`src/rtl/zb_demux_router_pkg.sv`:
```
// zb_demux_pkg: shared state encoding, default parameters and slice helper for the demux router.
package zb_demux_pkg;
    typedef enum logic [1:0] {IDLE = 2'd0, ROUTE = 2'd1, DROP = 2'd2} state_e;
    localparam int DEF_DATA_W = 8;
    localparam int DEF_N_CH   = 4;
    localparam int DEF_SEL_W  = 2;
    localparam int DEF_CNT_W  = 8;
    function automatic int slice_lo(input int c, input int w);
        return c * w;
    endfunction
endpackage

```
`src/rtl/zb_demux_router_if.sv`:
```
// zb_demux_router_if: input stream, per-channel output streams and status of the demux router.
interface zb_demux_router_if #(
    parameter int DATA_W = 8,
    parameter int N_CH   = 4,
    parameter int SEL_W  = 2,
    parameter int CNT_W  = 8
);
    logic [DATA_W-1:0]      inData;
    logic                   inValid;
    logic                   inLast;
    logic [SEL_W-1:0]       inSel;
    logic                   inReady;
    logic [N_CH*DATA_W-1:0] outData;
    logic [N_CH-1:0]        outValid;
    logic [N_CH-1:0]        outLast;
    logic [N_CH-1:0]        outReady;
    logic [CNT_W-1:0]       outDropCnt;
    logic                   outBusy;
    modport slave (
        input  inData, inValid, inLast, inSel, outReady,
        output inReady, outData, outValid, outLast, outDropCnt, outBusy
    );
    modport master (
        output inData, inValid, inLast, inSel, outReady,
        input  inReady, outData, outValid, outLast, outDropCnt, outBusy
    );
endinterface

```
`src/rtl/zb_demux_router_chan_reg.sv`:
```
// zb_chan_reg: one-entry valid/data/last output register for a single demux channel.
module zb_chan_reg #(
    parameter int DATA_W    = 8,
    parameter bit HOLD_DATA = 1'b1
) (
    input  logic              clk_i,
    input  logic              rst_ni,
    input  logic              load_i,
    input  logic [DATA_W-1:0] data_i,
    input  logic              last_i,
    input  logic              ready_i,
    output logic              valid_o,
    output logic [DATA_W-1:0] data_o,
    output logic              last_o
);
    logic              valid_q, last_q;
    logic [DATA_W-1:0] data_q;
    always_ff @(posedge clk_i or negedge rst_ni)
        if (!rst_ni) begin
            valid_q <= 1'b0;
            last_q  <= 1'b0;
            data_q  <= '0;
        end else begin
            valid_q <= load_i ? 1'b1 : (valid_q && ready_i) ? 1'b0 : valid_q;
            last_q  <= load_i ? last_i : last_q;
            data_q  <= load_i ? data_i : data_q;
        end
    assign valid_o = valid_q;
    assign last_o  = valid_q && last_q;
    assign data_o  = (HOLD_DATA || valid_q) ? data_q : '0;
endmodule

```
`src/rtl/zb_demux_router.sv`:
```
// zb_demux_router: frame-granular 1-to-N_CH registered demux with per-channel backpressure
// and a saturating counter of frames dropped for an out-of-range select.
module zb_demux_router
    import zb_demux_pkg::*;
#(
    parameter int DATA_W    = DEF_DATA_W,
    parameter int N_CH      = DEF_N_CH,
    parameter int SEL_W     = DEF_SEL_W,
    parameter int CNT_W     = DEF_CNT_W,
    parameter bit HOLD_DATA = 1'b1
) (
    input logic               inClock,
    input logic               inReset,
    zb_demux_router_if.slave  bus
);
    localparam logic [SEL_W:0] NCH = (SEL_W + 1)'(N_CH);
    state_e           state_q, state_d;
    logic [SEL_W-1:0] sel_q, sel_d, tgt;
    logic [CNT_W-1:0] cnt_q;
    logic             busy_q, bad_sel, drop, rdy, acc, cnt_inc;
    logic [N_CH-1:0]  load;
    always_ff @(posedge inClock or negedge inReset)
        if (!inReset) begin
            state_q <= IDLE;
            sel_q   <= '0;
            cnt_q   <= '0;
            busy_q  <= 1'b0;
        end else begin
            state_q <= state_d;
            sel_q   <= sel_d;
            cnt_q   <= cnt_q + CNT_W'(cnt_inc);
            busy_q  <= state_d != IDLE;
        end
    // Select is only live on the first beat; afterwards the latched channel steers the frame.
    always_comb begin
        tgt     = (state_q == IDLE) ? bus.inSel : sel_q;
        bad_sel = (state_q == IDLE) && ({1'b0, bus.inSel} >= NCH);
        drop    = bad_sel || (state_q == DROP);
        rdy     = drop || !bus.outValid[tgt] || bus.outReady[tgt];
        acc     = bus.inValid && rdy;
        state_d = !acc ? state_q :
                  bus.inLast ? IDLE :
                  (state_q == IDLE) ? (bad_sel ? DROP : ROUTE) : state_q;
        sel_d   = (acc && state_q == IDLE && !bad_sel) ? bus.inSel : sel_q;
    end
    always_comb begin
        bus.inReady    = rdy;
        bus.outBusy    = busy_q;
        bus.outDropCnt = cnt_q;
        cnt_inc        = acc && drop && bus.inLast && (cnt_q != '1);
        for (int c = 0; c < N_CH; c++)
            load[c] = acc && !drop && (tgt == SEL_W'(c));
    end
    for (genvar g = 0; g < N_CH; g++) begin : g_ch
        zb_chan_reg #(.DATA_W(DATA_W), .HOLD_DATA(HOLD_DATA)) u_ch (
            .clk_i  (inClock),
            .rst_ni (inReset),
            .load_i (load[g]),
            .data_i (bus.inData),
            .last_i (bus.inLast),
            .ready_i(bus.outReady[g]),
            .valid_o(bus.outValid[g]),
            .data_o (bus.outData[slice_lo(g, DATA_W) +: DATA_W]),
            .last_o (bus.outLast[g])
        );
    end
endmodule

```
`src/flat_wrapper.sv`:
```
// flat-port wrapper written by rule: the top's interface ports become plain ports
module zb_demux_router_flat import zb_demux_pkg::*;
#(
    parameter int DATA_W    = DEF_DATA_W,
    parameter int N_CH      = DEF_N_CH,
    parameter int SEL_W     = DEF_SEL_W,
    parameter int CNT_W     = DEF_CNT_W,
    parameter bit HOLD_DATA = 1'b1
)
  (inClock, inReset, bus_inData, bus_inValid, bus_inLast, bus_inSel, bus_outReady, bus_inReady, bus_outData, bus_outValid, bus_outLast, bus_outDropCnt, bus_outBusy);
  zb_demux_router_if #(.DATA_W(DATA_W), .N_CH(N_CH), .SEL_W(SEL_W), .CNT_W(CNT_W)) bus_i ();
  input logic inClock;
  input logic inReset;
  input wire logic [$bits(bus_i.inData)-1:0] bus_inData;
  input wire logic [$bits(bus_i.inValid)-1:0] bus_inValid;
  input wire logic [$bits(bus_i.inLast)-1:0] bus_inLast;
  input wire logic [$bits(bus_i.inSel)-1:0] bus_inSel;
  input wire logic [$bits(bus_i.outReady)-1:0] bus_outReady;
  output wire logic [$bits(bus_i.inReady)-1:0] bus_inReady;
  output wire logic [$bits(bus_i.outData)-1:0] bus_outData;
  output wire logic [$bits(bus_i.outValid)-1:0] bus_outValid;
  output wire logic [$bits(bus_i.outLast)-1:0] bus_outLast;
  output wire logic [$bits(bus_i.outDropCnt)-1:0] bus_outDropCnt;
  output wire logic [$bits(bus_i.outBusy)-1:0] bus_outBusy;
  assign bus_i.inData = bus_inData;
  assign bus_i.inValid = bus_inValid;
  assign bus_i.inLast = bus_inLast;
  assign bus_i.inSel = bus_inSel;
  assign bus_i.outReady = bus_outReady;
  assign bus_inReady = bus_i.inReady;
  assign bus_outData = bus_i.outData;
  assign bus_outValid = bus_i.outValid;
  assign bus_outLast = bus_i.outLast;
  assign bus_outDropCnt = bus_i.outDropCnt;
  assign bus_outBusy = bus_i.outBusy;
  zb_demux_router #(.DATA_W(DATA_W), .N_CH(N_CH), .SEL_W(SEL_W), .CNT_W(CNT_W), .HOLD_DATA(HOLD_DATA)) u_core (.inClock(inClock), .inReset(inReset), .bus(bus_i));
endmodule
```
`config.mk`:
```
export PLATFORM = sky130hd
export DESIGN_NAME = zb_demux_router_flat
export DESIGN_NICKNAME = d
export VERILOG_FILES = /design/src/rtl/zb_demux_router_pkg.sv /design/src/rtl/zb_demux_router_if.sv /design/src/rtl/zb_demux_router_chan_reg.sv /design/src/rtl/zb_demux_router.sv /design/src/flat_wrapper.sv
export SDC_FILE = /design/constraint.sdc
export NUM_CORES = 1
export LEC_CHECK = 0
export ABC_AREA = 0
export CORE_ASPECT_RATIO = 1.1
export CORE_MARGIN = 2
export CORE_UTILIZATION = 60
export DETAILED_ROUTE_END_ITERATION = 8
export DONT_BUFFER_PORTS = 1
export GPL_ROUTABILITY_DRIVEN = 0
export PLACE_DENSITY = 0.74
export RECOVER_POWER = 50
export SLEW_MARGIN = 20
export SYNTH_ARGS = -nofsm -noshare
export SYNTH_HDL_FRONTEND = slang
export SYNTH_SLANG_ARGS = --single-unit
```
`constraint.sdc`:
```
create_clock -name inClock -period 2.8 [get_ports inClock]
set_clock_uncertainty 0.15 [all_clocks]
set_input_delay 0.84 -clock inClock [delete_from_list [all_inputs] [get_ports inClock]]
set_output_delay 0.84 -clock inClock [all_outputs]
set_load 0.02 [all_outputs]
```
==> run notes, run 1 <==
With the first-pass detailed-route iteration total at 4, the part of the cycle the worst path needs is 98.8%. With the latest clock arrival within the worst-skew pair at 0.31 ns, the worst endpoint data arrival time is 1.78 ns. With the clock transition at the register clock pins on the worst setup and hold paths after CTS at 0.10 ns, the power per cell area is 1190 nW/µm². The most instantiated logic cell after routing was sky130_fd_sc_hd__dfrtp_1. Number of antenna violations at the first check in global routing: 0.

The tools report the row count as 23. The count of placed standard cells including taps came out at 225. First-pass GRT wire length: 7.62 mm. By area, registers come first. For the critical path required time, the log shows 1.81 ns. For this block, the initial DRC count from the detailed router was 88. The register with the most flip-flops in the layout has 32 of them. The stage delay of the slowest cell on the critical path was 0.48 ns. The number of non-clock buffers came out at 15.

Recorded from the global router log, the overflow total was 0. The run gives 0 for the count of endpoints failing setup in the final report. TritonRoute reported its final design rule violation total as 0. The cell area that synthesis handed to floorplanning was 2340 µm². The CTS log lists the clock sinks for this run as 53. For the number of buffers on the longest clock path, the log shows 2. Non-clock buffers make up 4.37% of the layout cell area. The run gives 3680 µm² as the placeable core region. Per the post-run analysis, buffers plus inverters along the critical path come to 0. Number of top-level pins: 68. The flow ran to the end, and the final reports show no timing, DRC or antenna violations. The floorplan step set the die width to 63.5 µm. Wires add up to 4.72 mm. The count of port buffers added during placement was 0; the area of the die was 4410 µm². In the final layout, multi-input gates take up 38.6% of the cell area. After synthesis, the share of flip-flops with an asynchronous set or reset is 100%. The average via count per standard cell came out at 5.90. TritonCTS built the clock tree.

Of the total standard cell area in the layout, the sequential portion is 50.4%. The run gives 281 for the fill cell instance count of the final layout. The total negative setup slack was 0 ns.

The worst-case IR drop observed on VDD is 0.696 mV. Per the final timing report, the hold violations number 0. For the setup fix buffers added after clock tree synthesis, the log shows 1.

Entering global routing, the biggest net connects 54 pins. Looking at the clock tree report, the H-tree level count equals 2. The run gives 208 as the final layout net count. The run gives 19.7 µm for the routed length per instance. Per STA, the worst path is made up of or2_4, a31oi_4, o22ai_2, nor2_1, nand2_2.
## run 1: synthesized netlist by cell type, types with 2 or more instances
library cell | count | area, µm²
sky130_fd_sc_hd__a31oi_1 | 3 | 18.8
sky130_fd_sc_hd__and2_1 | 5 | 31.3
sky130_fd_sc_hd__buf_2 | 2 | 10.0
sky130_fd_sc_hd__buf_4 | 8 | 60.1
sky130_fd_sc_hd__dfrtp_1 | 53 | 1330
sky130_fd_sc_hd__ha_1 | 2 | 25.0
sky130_fd_sc_hd__inv_1 | 5 | 18.8
sky130_fd_sc_hd__mux2_1 | 3 | 33.8
sky130_fd_sc_hd__mux2_2 | 35 | 394
sky130_fd_sc_hd__nand2_1 | 8 | 30.0
sky130_fd_sc_hd__nand2b_1 | 3 | 18.8
sky130_fd_sc_hd__nand3_1 | 2 | 10.0
sky130_fd_sc_hd__nand4_1 | 3 | 18.8
sky130_fd_sc_hd__nor2_1 | 8 | 30.0
sky130_fd_sc_hd__nor2b_1 | 5 | 31.3
sky130_fd_sc_hd__nor4b_1 | 2 | 17.5
sky130_fd_sc_hd__o211ai_1 | 2 | 15.0
sky130_fd_sc_hd__o21ai_0 | 5 | 25.0
sky130_fd_sc_hd__or2_2 | 2 | 12.5
sky130_fd_sc_hd__xnor2_1 | 4 | 35.0
sky130_fd_sc_hd__xor2_1 | 2 | 17.5
## run 1: cell families (layout without fill, tap and decap cells)
| kind of cell | after synthesis | after routing | share of synthesized area, % |
|---|---|---|---|
| flops | 53 | 53 | 56.8 |
| simple gates | 42 | 42 | 9.80 |
| mux | 38 | 38 | 18.3 |
| compound gates | 20 | 20 | 7.98 |
| buf+inv | 15 | 28 | 3.80 |
| xor+xnor | 6 | 6 | 2.25 |
| fa+ha+maj | 2 | 2 | 1.07 |
## run 1: final timing paths
path | startpoint | to | slack, ns | cells past startpoint
setup / recovery | u_core.state_q[1]$_DFF_PN0_ | bus_inReady | 0.03 | 5
hold / removal | inReset | u_core.sel_q[0]$_DFFE_PN0P_ | 0.06 | 0
setup reg to reg | u_core.state_q[1]$_DFF_PN0_ | u_core.g_ch[3].u_ch.data_o[0]$_DFFE_PN0P_ | 0.38 | 7
hold reg to reg | u_core.g_ch[3].u_ch.last_q$_DFFE_PN0P_ | u_core.g_ch[3].u_ch.last_q$_DFFE_PN0P_ | 0.37 | 1
max in group asynchronous | inReset | u_core.g_ch[1].u_ch.data_o[7]$_DFFE_PN0P_ | 2.34 | 0
min in group inClock | u_core.g_ch[3].u_ch.last_q$_DFFE_PN0P_ | u_core.g_ch[3].u_ch.last_q$_DFFE_PN0P_ | 0.37 | 1
## run 1: routing by layer
layer	part of all wire, %	routed length [µm]	global-route usage [%]	vias to the layer above
li1	-	-	-	643
met1	39	1840	27.7	711
met2	53	2500	38.0	49
met3	6.6	311	6.01	6
met4	1.3	62	7.97	0
met5	0	0	0	-
## run 1: power groups by stage
| stage | clock, µW | combinational, µW | sequential, µW |
|---|---|---|---|
| after global routing | 479 | 1100 | 1720 |
| after detailed placement | 0 | 887 | 1690 |
| final | 437 | 1030 | 1680 |
| after floorplan | 0 | 793 | 1550 |
| after CTS | 444 | 954 | 1680 |
| after global placement | 0 | 834 | 1670 |
### Nets reached from selected ports, run 1

Bar = 20 µm.
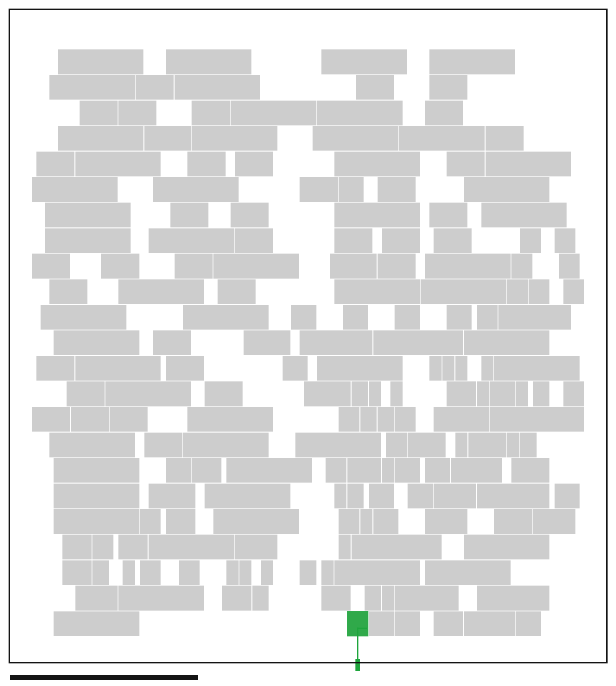
Key: green = `bus_inReady` [direction output, end cells 1, wire 4.20 µm]

### Signal metal coverage by tile, run 1

13 x 14 tiles, from dark blue (low) to red (high), scaled to the fullest tile. Values are wire area over tile area, all layers added.
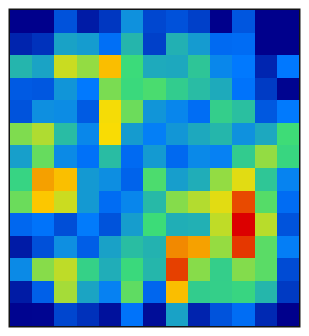
The emptiest ninth of the die: north-east. The fullest tile reaches 0.47. 24% of the tiles are over half the peak.

### Cells coloured by class, run 1

Fill, decap, tap and diode cells in grey.
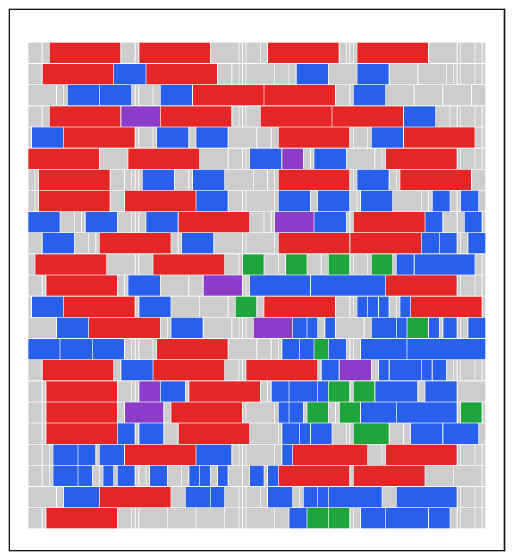
Key: purple = clock drivers and dummy loads [cells 8, share of their area 3.7%]; green = remaining buffers and delay cells [cells 15, share of their area 4.5%]; blue = remaining logic cells [cells 113, share of their area 40%]; red = registers [cells 53, share of their area 52%]

### Supply network, run 1

Bar = 20 µm. Pins as bars on the die edge. Tap cells in grey.
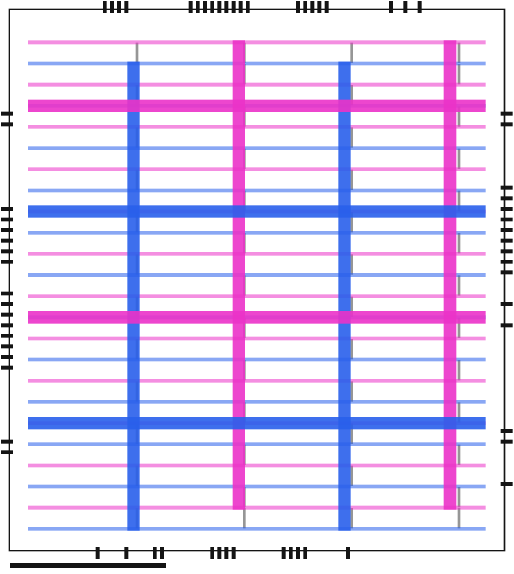

==> inputs of run 2 (changes only) <==
REMOVE_ABC_BUFFERS = 1   (was default)
### Supply network, run 2

Bar = 20 µm. Pins as bars on the die edge. Tap cells in grey.
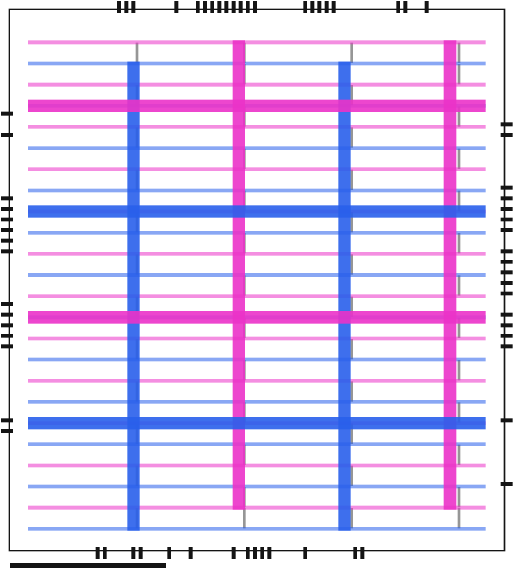
Key: blue = VSS; magenta = VDD
The core has 23 rows. 68 signal pins sit on the boundary. 24 met1 rails follow the rows.

### Nets reached from selected ports, run 2

Bar = 20 µm.
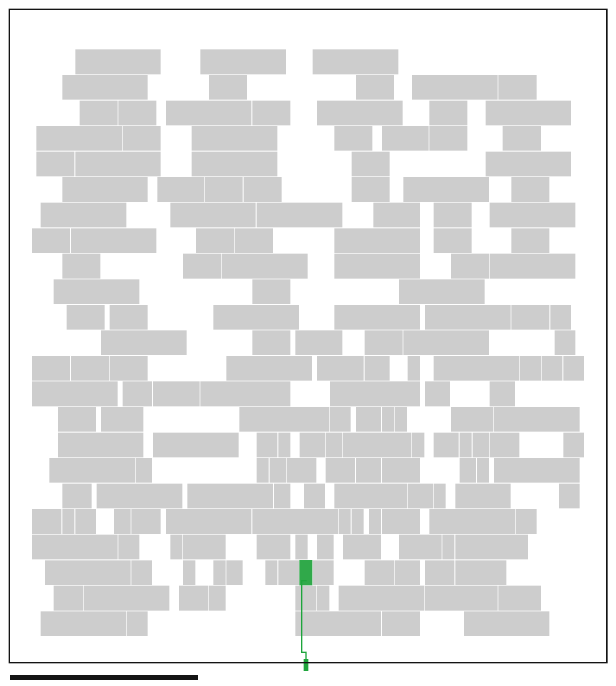
Key: green = `bus_inReady` [direction output, end cells 1, wire 9.20 µm]

==> run 2 against run 1 <==
Clock power increased by 1%. Largest cell class unchanged. Fmax increased by 1.4%. Synthesized area unchanged. Wire length decreased by 2.7%. Non-clock buffer count decreased by 8.
==> run notes, run 2 <==
The run finished with clean final reports. In the routed layout, each cell is associated on average with a via count of 6.03. In this run the cell area of the synthesized design comes to 2340 µm².

The horizontal die size was 63.5 µm. The tools report the count of unresolved DRC violations after routing as 0. For reference, the top cells by area after synthesis are sky130_fd_sc_hd__dfrtp_1, sky130_fd_sc_hd__mux2_2, sky130_fd_sc_hd__buf_4. The run gives 68 as the number of top-level pins. Yosys reports that the most numerous cell types are sky130_fd_sc_hd__dfrtp_1, sky130_fd_sc_hd__mux2_2, sky130_fd_sc_hd__buf_4, sky130_fd_sc_hd__nand2_1, sky130_fd_sc_hd__nor2_1.

With the area of the die at 4410 µm², the row count is 23. In this run, the synthesized area fraction spent on AND-OR/OR-AND gates is recorded as 7.98%. The run gives 36 for the iteration-0 DRC count of the detailed router.

CTS built an H-tree with a depth of 2. The count of placed standard cells including taps is 223. The final timing summary puts the cycle share of the worst path at 97.4%. The run gives 200 for the final layout net count. The register with the most flip-flops in the layout has 32 of them. After floorplanning, the core was sized to cover 3680 µm².

Main logic family after synthesis: multiplexers. The first-pass GRT wire length was 7.62 mm; the count of port buffers added during placement was 0. Synthesized-area fraction occupied by adder cells: 1.07%. Summing all multiplexer cells gives an area fraction of 18.3%.

TritonCTS built the clock tree. For the pin count of the biggest net entering global routing, the log shows 54. For reference, the final report shows the hold violation count at 0.

STA puts the critical path data arrival time at 1.74 ns. Among logic cells in the layout, the one with the most instances is sky130_fd_sc_hd__dfrtp_1. Global routing finished with a remaining overflow of 0. In this run the VDD rail shows a maximum IR drop of 0.700 mV. Per the detail_route report, routed wire per instance is 19.9 µm.
-- run 2: repair_timing --
item	CTS	global route
setup endpoints to repair	1	1
cloned	0	0
resized	4	7
setup buffers	0	0
-- run 2: logic make-up after synthesis --
family | Yosys count
buf+inv | 15
fa+ha+maj | 2
flops | 53
compound gates | 20
mux | 38
simple gates | 42
xor+xnor | 6
-- run 2: metal layers --
metal	routed length [µm]	track usage (%)	vias to the layer above
met5	0	0	-
met4	34	6.28	0
met3	286	6.66	4
met2	2460	39.3	46
met1	1800	26.8	724
li1	-	-	620
-- run 2: power breakdown --
group / switching, µW / leakage, µW / internal, µW / total [µW]
registers: 586 / 0.000647 / 1090 / 1680
clock network: 241 / 0.0000512 / 201 / 442
logic: 441 / 0.000413 / 486 / 927
total: 1270 / 0.00111 / 1780 / 3040
-- run 2: final timing paths --
path / endpoint / start / slack, ns
max: bus_inReady / u_core.state_q[1]$_DFF_PN0_ / 0.07
min: u_core.g_ch[1].u_ch.valid_o$_DFFE_PN0P_ / inReset / 0.06
max reg2reg: u_core.g_ch[2].u_ch.data_o[3]$_DFFE_PN0P_ / u_core.state_q[1]$_DFF_PN0_ / 0.42
min reg2reg: u_core.g_ch[3].u_ch.last_q$_DFFE_PN0P_ / u_core.g_ch[3].u_ch.last_q$_DFFE_PN0P_ / 0.38
max in group asynchronous: u_core.state_q[0]$_DFF_PN0_ / inReset / 2.32
min in group inClock: u_core.g_ch[3].u_ch.last_q$_DFFE_PN0P_ / u_core.g_ch[3].u_ch.last_q$_DFFE_PN0P_ / 0.38
-- run 2: through the flow --
stage	instance area, µm²	hold slack, ns	setup TNS, ns	setup WS [ns]	total power, µW
6_report	2540	0.0640	0	0.0718	3040
5_1_grt	2540	0.0554	0	0.00665	3200
4_1_cts	2500	0.0605	0	0.0287	3020
3_5_place_dp	2390	0.359	0	0.00364	2570
3_3_place_gp	2390	0.334	0	0.0264	2500
2_1_floorplan	2270	0.321	-0.0587	-0.0587	2280
-- run 2: critical path, stage by stage, from the launching register on --
cell and delay [ns]:
sky130_fd_sc_hd__dfrtp_2 0.50, sky130_fd_sc_hd__or2_4 0.31, sky130_fd_sc_hd__a31oi_4 0.22, sky130_fd_sc_hd__o22ai_2 0.12, sky130_fd_sc_hd__nor2_1 0.12, sky130_fd_sc_hd__nand2_1 0.16
-- run 2: layout make-up --
class / instances / area, µm²
tap: 50 / 62.6
inverter: 5 / 18.8
fill: 277 / 1140
clock buffer: 6 / 82.6
timing repair buffer: 7 / 65.1
multi-input combinational: 108 / 972
sequential: 53 / 1330
clock inverter: 2 / 13.8
==> inputs of run 3 (changes only) <==
SLEW_MARGIN = default   (was 20)
### Nets reached from selected ports, run 3

Bar = 20 µm.
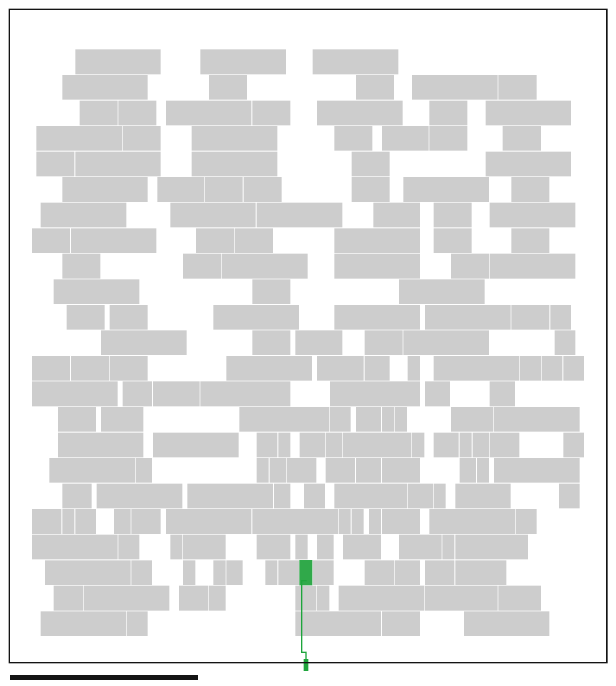
Key: green = `bus_inReady` [direction output, end cells 1, wire 9.20 µm]

### Signal metal coverage by tile, run 3

13 x 14 tiles, from dark blue (low) to red (high), scaled to the fullest tile. Values are wire area over tile area, all layers added.
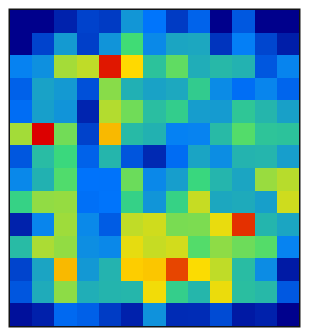
3.8% of the tiles are nearly empty. The densest ninth of the die: south. The mean over all tiles is 0.16. The fullest tile reaches 0.44.

==> run 3 against run 2 <==
Critical path depth unchanged. Clock-buffer cell count unchanged. Die size unchanged. Final cell count unchanged.
==> run notes, run 3 <==
Critical path's slowest cell: sky130_fd_sc_hd__dfrtp_2. The area of the die came out at 4410 µm². With the summed instance area of the synthesized netlist at 2340 µm², the worst voltage drop across the vdd grid is 0.700 mV. Per the repair_timing log after CTS, setup buffers inserted total 0. The core region is 3680 µm². The register with the most flip-flops in the layout has 32 of them.

TritonCTS built the clock tree. The terminus of the critical flop-to-flop path is u_core.g_ch[2].u_ch.data_o[3]$_DFFE_PN0P_. Row count: 23. The top cell type by area accounts for 56.8% of the synthesized area.

Counting instances in the post-synthesis netlist gives the leading cell types as sky130_fd_sc_hd__dfrtp_1, sky130_fd_sc_hd__mux2_2, sky130_fd_sc_hd__buf_4, sky130_fd_sc_hd__nand2_1, sky130_fd_sc_hd__nor2_1. The worst endpoint data arrival time was 1.74 ns. The run finished with clean final reports. In the per-layer breakdown of the detailed-route log, met1 shows 1.80 mm.

The finished cells cover 2540 µm². The final timing report lists a hold violation count of 0. Walking the worst path, the cells encountered are or2_4, a31oi_4, o22ai_2, nor2_1, nand2_1.

The timing report gives the clock slew at the launch and capture registers of the worst setup and hold paths as 0.10 ns. Fill cells in the final layout number 277. The most instantiated logic cell after routing was sky130_fd_sc_hd__dfrtp_1. The latest clock arrival within the worst-skew pair is 0.30 ns.

The startpoint of the lowest-slack register-to-register path is u_core.state_q[1]$_DFF_PN0_. The run gives 2.46 mm for the routed length on met2. The total negative setup slack is 0 ns, and the horizontal die size is 63.5 µm. With the part of the cycle the worst path needs at 97.4%, the amount of wire on met3 after detailed routing is 286 µm.

The stage delay of the slowest cell on the critical path is 0.50 ns.
[run 3: how the worst min path moves through the flow]
| stage | endpoint |
|---|---|
| 5_1_grt | u_core.sel_q[0]$_DFFE_PN0P_ |
| 3_3_place_gp | u_core.g_ch[1].u_ch.last_q$_DFFE_PN0P_ |
| 4_1_cts | u_core.g_ch[1].u_ch.valid_o$_DFFE_PN0P_ |
| 2_1_floorplan | u_core.g_ch[2].u_ch.last_q$_DFFE_PN0P_ |
| 3_5_place_dp | u_core.g_ch[3].u_ch.last_q$_DFFE_PN0P_ |
| 6_report | u_core.g_ch[1].u_ch.valid_o$_DFFE_PN0P_ |
[run 3: repair_timing]
| item | in CTS | in global routing |
|---|---|---|
| cloned | 0 | 0 |
| endpoints found under the setup margin | 1 | 1 |
| gates resized | 4 | 7 |
[run 3: stage by stage]
stage	worst slack, ns	total power (µW)	cells
floorplan	-0.0587	2280	166
global placement	0.0264	2500	223
detailed placement	0.00364	2570	223
CTS	0.0287	3020	231
global route	0.00665	3200	231
finish	0.0718	3040	231
[run 3: layer usage]
| metal | up-vias | global-route usage, % |
|---|---|---|
| li1 | 620 | - |
| met1 | 724 | 26.8 |
| met2 | 46 | 39.3 |
| met3 | 4 | 6.66 |
| met4 | 0 | 6.28 |
| met5 | - | 0 |
[run 3: where the power goes]
| group | internal (µW) | switching (µW) |
|---|---|---|
| Sequential | 1090 | 586 |
| Clock | 201 | 241 |
| Combinational | 486 | 441 |
| Total | 1780 | 1270 |
[run 3: layout make-up]
cell class                 count  area (µm²)  area share [%]
multi-input combinational    108         972            38.2
clock buffer                   6        82.6            3.25
tap                           50        62.6            2.46
inverter                       5        18.8           0.738
timing repair buffer           7        65.1            2.56
clock inverter                 2        13.8           0.541
sequential                    53        1330            52.2
[run 3: cells by family after synthesis]
kind of cell,after synthesis,share of synthesized area [%]
adder cells (fa/ha/maj),2,1.07
XOR/XNOR,6,2.25
AND-OR/OR-AND,20,7.98
flip-flops,53,56.8
buffers and inverters,15,3.80
multiplexers,38,18.3
AND/OR/NAND/NOR,42,9.80
[run 3: critical path: cells and delay by family, from the launching register on]
family | cells | cell delay [ns]
compound gates | 2 | 0.34
flops | 1 | 0.50
simple gates | 3 | 0.59
Power and IR drop assume default switching activity.
